==> config.mk <==
export PLATFORM = sky130hd
export DESIGN_NAME = signal_conflict_monitor
export DESIGN_NICKNAME = d
export VERILOG_FILES = /design/src/rtl/signal_conflict_pkg.sv /design/src/rtl/light_change_watchdog.sv /design/src/rtl/signal_conflict_monitor.sv
export SDC_FILE = /design/constraint.sdc
export NUM_CORES = 1
export LEC_CHECK = 0
export ABC_CLOCK_PERIOD_IN_PS = 2000
export CAP_MARGIN = 0
export CORE_MARGIN = 1.5
export CORE_UTILIZATION = 46
export CTS_CLUSTER_SIZE = 30
export DETAILED_ROUTE_END_ITERATION = 6
export GPL_ROUTABILITY_DRIVEN = 1
export MAX_ROUTING_LAYER = met4
export PLACE_DENSITY = 0.81
export SYNTH_ARGS = -nofsm -noshare
export SYNTH_HDL_FRONTEND = slang
export SYNTH_SLANG_ARGS = --single-unit
==> constraint.sdc <==
create_clock -name clk -period 2 [get_ports clk]
set_input_delay 0.5 -clock clk [delete_from_list [all_inputs] [get_ports clk]]
set_output_delay 0.5 -clock clk [all_outputs]
set_load 0.05 [all_outputs]
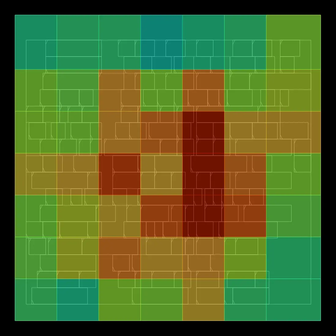
Run 1: track usage over the die
busiest grt layer: met2
GRT Total Usage: 0.266
met3 usage: 0.0476

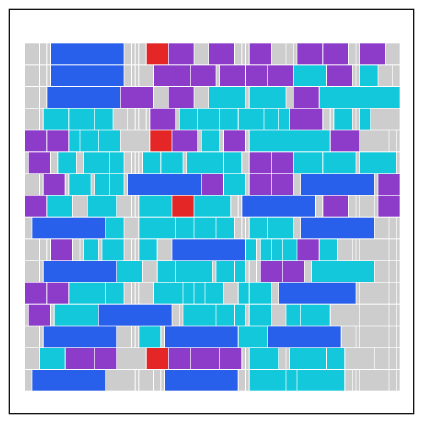
Run 1: cells coloured by class
(8 px per um) Fill, decap, tap and diode cells in grey.
legend:
  remaining logic cells:
    colour: cyan
    cells: 84
    share_of_their_area: 46%
  remaining buffers and delay cells:
    colour: purple
    cells: 45
    share_of_their_area: 24%
  clock drivers and dummy loads:
    colour: red
    cells: 4
    share_of_their_area: 2.0%
  registers:
    colour: blue
    cells: 17
    share_of_their_area: 28%
core area: 2040 um^2
post-layout util: 0.767

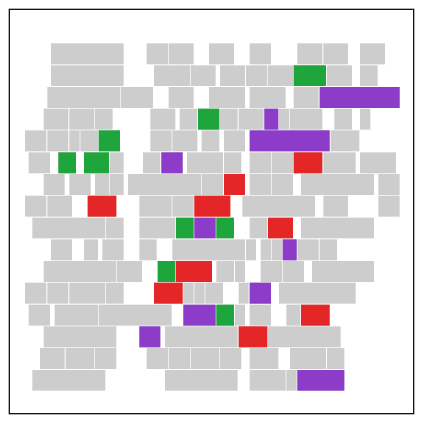
Run 1: logic cells by family
(8 px per um)
legend:
  and/or cells:
    colour: green
    cells: 9
    most_used: and3_1
  aoi and oai cells:
    colour: purple
    cells: 10
  non-inverting ao/oa cells:
    colour: red
    cells: 9
    most_used: o2111a_2
Layout Cells excl Fill: 177
most used logic cell in the final layout: buf_4
Comb/total area: 0.435

==> results.json, run 1 <==
{
  "status": "finished, final reports clean",
  "largestClassByArea": "logic gates",
  "syn_inst": 102,
  "clkTransAtPathRegs_ns": 0.11,
  "leakagePower_nw": 0.688,
  "max_slew.worst_pin.slew_ns": 0.513,
  "hold_violations": 0,
  "grt_pass1_vias": 1078,
  "fmax_mhz": 506,
  "die-height_um": 50.4,
  "fillCellCount": 150,
  "seq_power_mw": 0.632,
  "min_period_ns": 1.98,
  "post_cts.repair.setup_buffers": 6,
  "yosysTopAreaCell": "dfrtp_1",
  "sh_seq_area": 0.272,
  "ys_cells": 102,
  "holdBufCountCts": 0,
  "ff2ff_setup_slack_ns": 0.09,
  "cts_buffers": 3,
  "syn_area_um2": 1030,
  "drc": 0,
  "max_cap_viol_count": 0,
  "crit_type": "primary input to register",
  "p_total_mw": 1.96,
  "placed_cell_area_um2": 1380,
  "p_comb_mw": 1.13,
  "holdWs_ns": 0.496,
  "cp.required_ns": 2.20,
  "clock_power_mw": 0.200,
  "num-multi-input-gates": 79,
  "overflow": 0,
  "topCellsByArea": "dfrtp_1, nor4_1, xor2_1",
  "insertion_delay_ns": 0.31,
  "synth-seq-area-share": 0.412,
  "dieArea_um2": 2540,
  "numSequentialCells": 17,
  "diodes": 0,
  "powerDensity_nw_per_um2": 1250,
  "dpl.hpwl_mm": 1.94,
  "clkbuf_count": 3,
  "wl_met2_mm": 1.58,
  "cp_max_fo": 5,
  "edf_count": 0,
  "std_cell_rows": 16,
  "io_buffer_count": 30,
  "p_int_mw": 0.975,
  "initial_utilization": 0.506,
  "wl_met1_mm": 1.18,
  "post_cts_resize_count": 28,
  "critPathTopFamily": "simple AND/OR/NAND/NOR gates",
  "via_per_inst": 6.01,
  "crit_slowest_cell": "or4_4",
  "num-nonclk-inverters": 5,
  "r2r_cells": 6,
  "max_slew_margin": 0.656,
  "grt_max_degree": 18,
  "final_area_um2": 1570,
  "h-tree-depth": 1,
  "timing.final.crit_share": 0.989,
  "async_flop_share": 1.00,
  "path_buffers": 1,
  "highest_layer": "met4",
  "clock-sinks": 17,
  "path_cells": "clkdlybuf4s15_1 -> or4_4 -> nor2_4 -> o2111a_2 -> a21boi_2 -> a221o_1",
  "cts_tree": "done",
  "grt_pass1_wl_mm": 4.91,
  "gp_congestion": 0.787,
  "cp_slowest_stage_delay_ns": 0.58,
  "critPathLaunchType": "primary input",
  "end_kind": "register",
  "hp-class": "primary input to asynchronous set/reset pin",
  "fp_nets": 124,
  "yosysChipArea_um2": 1030,
  "tap_cells": 27,
  "p_switching_mw": 0.987,
  "drt_wl_total_mm": 2.99,
  "tool_warnings": 27
}
-- run 1: Yosys cell counts (2+ instances only) --
master      n
dfrtp_1    17
nand3_1     3
nor3_1      3
nand2_1     5
ha_1        3
nand2b_1    3
and3_1      3
nor2b_1     5
a2111oi_2   2
nor2_1      5
nor4_1      9
o21bai_1    2
xor2_1      5
or2_2       2
inv_1       5
a21oi_1     2
nand4_1     3
nand3b_1    2
or4_1       3
-- run 1: cell families (layout without fill, tap and decap cells) --
family,count (synthesis),in the layout,synth area share
AND-OR/OR-AND,18,19,0.164
flip-flops,17,17,0.412
adder cells (fa/ha/maj),3,3,0.0364
AND/OR/NAND/NOR,50,50,0.284
multiplexers,2,2,0.0254
buffers and inverters,7,54,0.0364
XOR/XNOR,5,5,0.0424
==> run 2: changes to the inputs <==
--- a/config.mk
+++ b/config.mk
@@ -11,7 +11,8 @@
 export CORE_UTILIZATION = 46
 export CTS_CLUSTER_SIZE = 30
 export DETAILED_ROUTE_END_ITERATION = 6
-export GPL_ROUTABILITY_DRIVEN = 1
+export GPL_ROUTABILITY_DRIVEN = 0
+export GPL_TIMING_DRIVEN = 0
 export MAX_ROUTING_LAYER = met4
 export PLACE_DENSITY = 0.81
 export SYNTH_ARGS = -nofsm -noshare
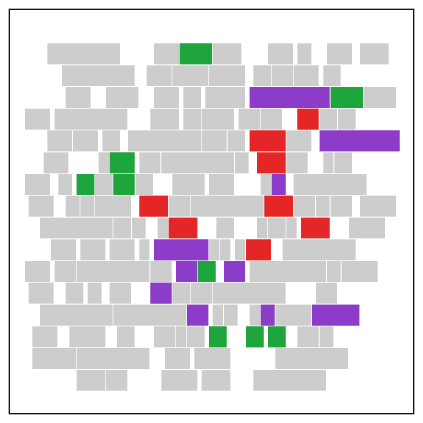
Run 2: logic cells by family
(8 px per um)
legend:
  and/or cells:
    colour: green
    cells: 9
    most_used: and3_1
  aoi and oai cells:
    colour: purple
    cells: 10
  non-inverting ao/oa cells:
    colour: red
    cells: 8
Layout Cells excl Fill: 173
Comb/total area: 0.433
most used logic cell in the final layout: dlygate4sd2_1

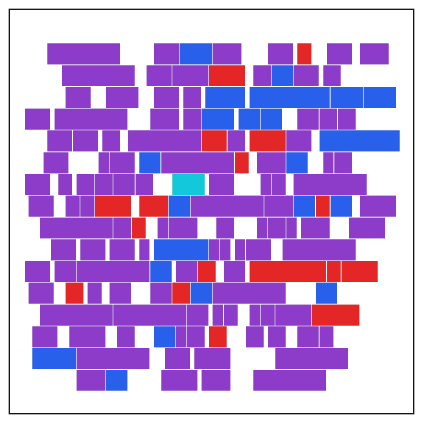
Run 2: drive-strength map
(8 px per um)
legend:
  x2:
    colour: red
    cells: 17
    share: 12%
  x3 and x4:
    colour: blue
    cells: 22
    share: 15%
  x6 and larger:
    colour: cyan
    cells: 1
    share: 0.68%
  x1 and smaller:
    colour: purple
    cells: 106
    share: 73%
final instance area: 1530 um^2
Final WS setup: 0.0382 ns
Signal buffers: 42
Syn-to-layout area delta: 47.9%

==> results.json, run 2 <==
{
  "dieArea_um2": 2540,
  "yosysChipArea_um2": 1030,
  "syn_area_um2": 1030,
  "std_cell_rows": 16,
  "num-nonclk-inverters": 5,
  "seq_power_mw": 0.627,
  "status": "finished, final reports clean",
  "max_slew.worst_pin.slew_ns": 0.755,
  "core_area_um2": 2040,
  "diodes": 0,
  "insertion_delay_ns": 0.29,
  "lay_top_cells": "dlygate4sd2_1, dfrtp_1, buf_4, nor4_1",
  "clock_power_mw": 0.184,
  "dpl.hpwl_mm": 1.83,
  "critPathLaunchType": "primary input",
  "fp_nets": 124,
  "cts_tree": "done",
  "powerDensity_nw_per_um2": 1270,
  "ys_cells": 102,
  "fillCellCount": 160,
  "clock-sinks": 17,
  "end_kind": "register",
  "tap_cells": 27,
  "drt_wl_total_mm": 2.84,
  "grt_pass1_vias": 1054,
  "pre_cts_ws_ns": -0.549,
  "leakagePower_nw": 0.700,
  "initial_utilization": 0.506,
  "min_period_ns": 1.96,
  "p_comb_mw": 1.13,
  "common_cells": "dfrtp_1, nor4_1",
  "peakVddDrop_mv": 1.28,
  "async_flop_share": 1.00,
  "cp.required_ns": 2.18,
  "crit_slowest_cell": "nor4_1",
  "cp_slowest_stage_delay_ns": 0.43,
  "numSequentialCells": 17,
  "grt_util_all_layers": 0.243,
  "crit_type": "primary input to register",
  "drc": 0,
  "r2r_cells": 6,
  "grt_max_degree": 18,
  "h-tree-depth": 1,
  "ant_nets": 0,
  "fin_util": 0.748,
  "io_buffer_count": 30,
  "clkTransAtPathRegs_ns": 0.10,
  "hp-class": "register to register",
  "grt_pass1_wl_mm": 4.64,
  "post_cts_resize_count": 33,
  "fmax_mhz": 510,
  "max_slew_margin": 0.495,
  "overflow": 0,
  "max_cap_viol_count": 0,
  "via_per_inst": 5.82,
  "fin_tns_setup_ns": 0,
  "path_cells": "dlygate4sd2_1 -> nor4_2 -> nor4_1 -> o2111a_2 -> buf_6 -> a21boi_4 -> a221o_1",
  "holdBufCountCts": 0,
  "topCellsByArea": "dfrtp_1, nor4_1, xor2_1",
  "syn_inst": 102,
  "cts_buffers": 3,
  "ff2ff_setup_slack_ns": 0.13,
  "synth_dominant_cell_count": "dfrtp_1",
  "clkbuf_count": 4,
  "largestClassByArea": "logic gates",
  "holdWs_ns": 0.488,
  "place_inst": 159,
  "die-height_um": 50.4,
  "sh_seq_area": 0.280,
  "tool_warnings": 28,
  "edf_count": 0,
  "num-multi-input-gates": 78,
  "synth-seq-area-share": 0.412,
  "placed_cell_area_um2": 1370,
  "cp_max_fo": 5,
  "yosysTopAreaCell": "dfrtp_1",
  "post_cts.repair.setup_buffers": 5,
  "p_int_mw": 0.979
}
run 2: logic make-up (layout without fill, tap and decap cells):
logic type | Yosys count | after routing | synth area share
multiplexers | 2 | 2 | 0.0254
flip-flops | 17 | 17 | 0.412
AND-OR/OR-AND | 18 | 18 | 0.164
adder cells (fa/ha/maj) | 3 | 3 | 0.0364
AND/OR/NAND/NOR | 50 | 50 | 0.284
buffers and inverters | 7 | 51 | 0.0364
XOR/XNOR | 5 | 5 | 0.0424
run 2: worst max-delay path, delay by kind of cell:
kind | cells | cell delay [ns]
compound gates | 3 | 0.72
buf+inv | 2 | 0.42
simple gates | 2 | 0.50
run 2: layer usage:
layer | routed length (um) | global-route usage
met3 | 158 | 0.0446
met1 | 1120 | 0.284
met4 | 90 | 0.0811
met5 | 0 | -
met2 | 1470 | 0.423
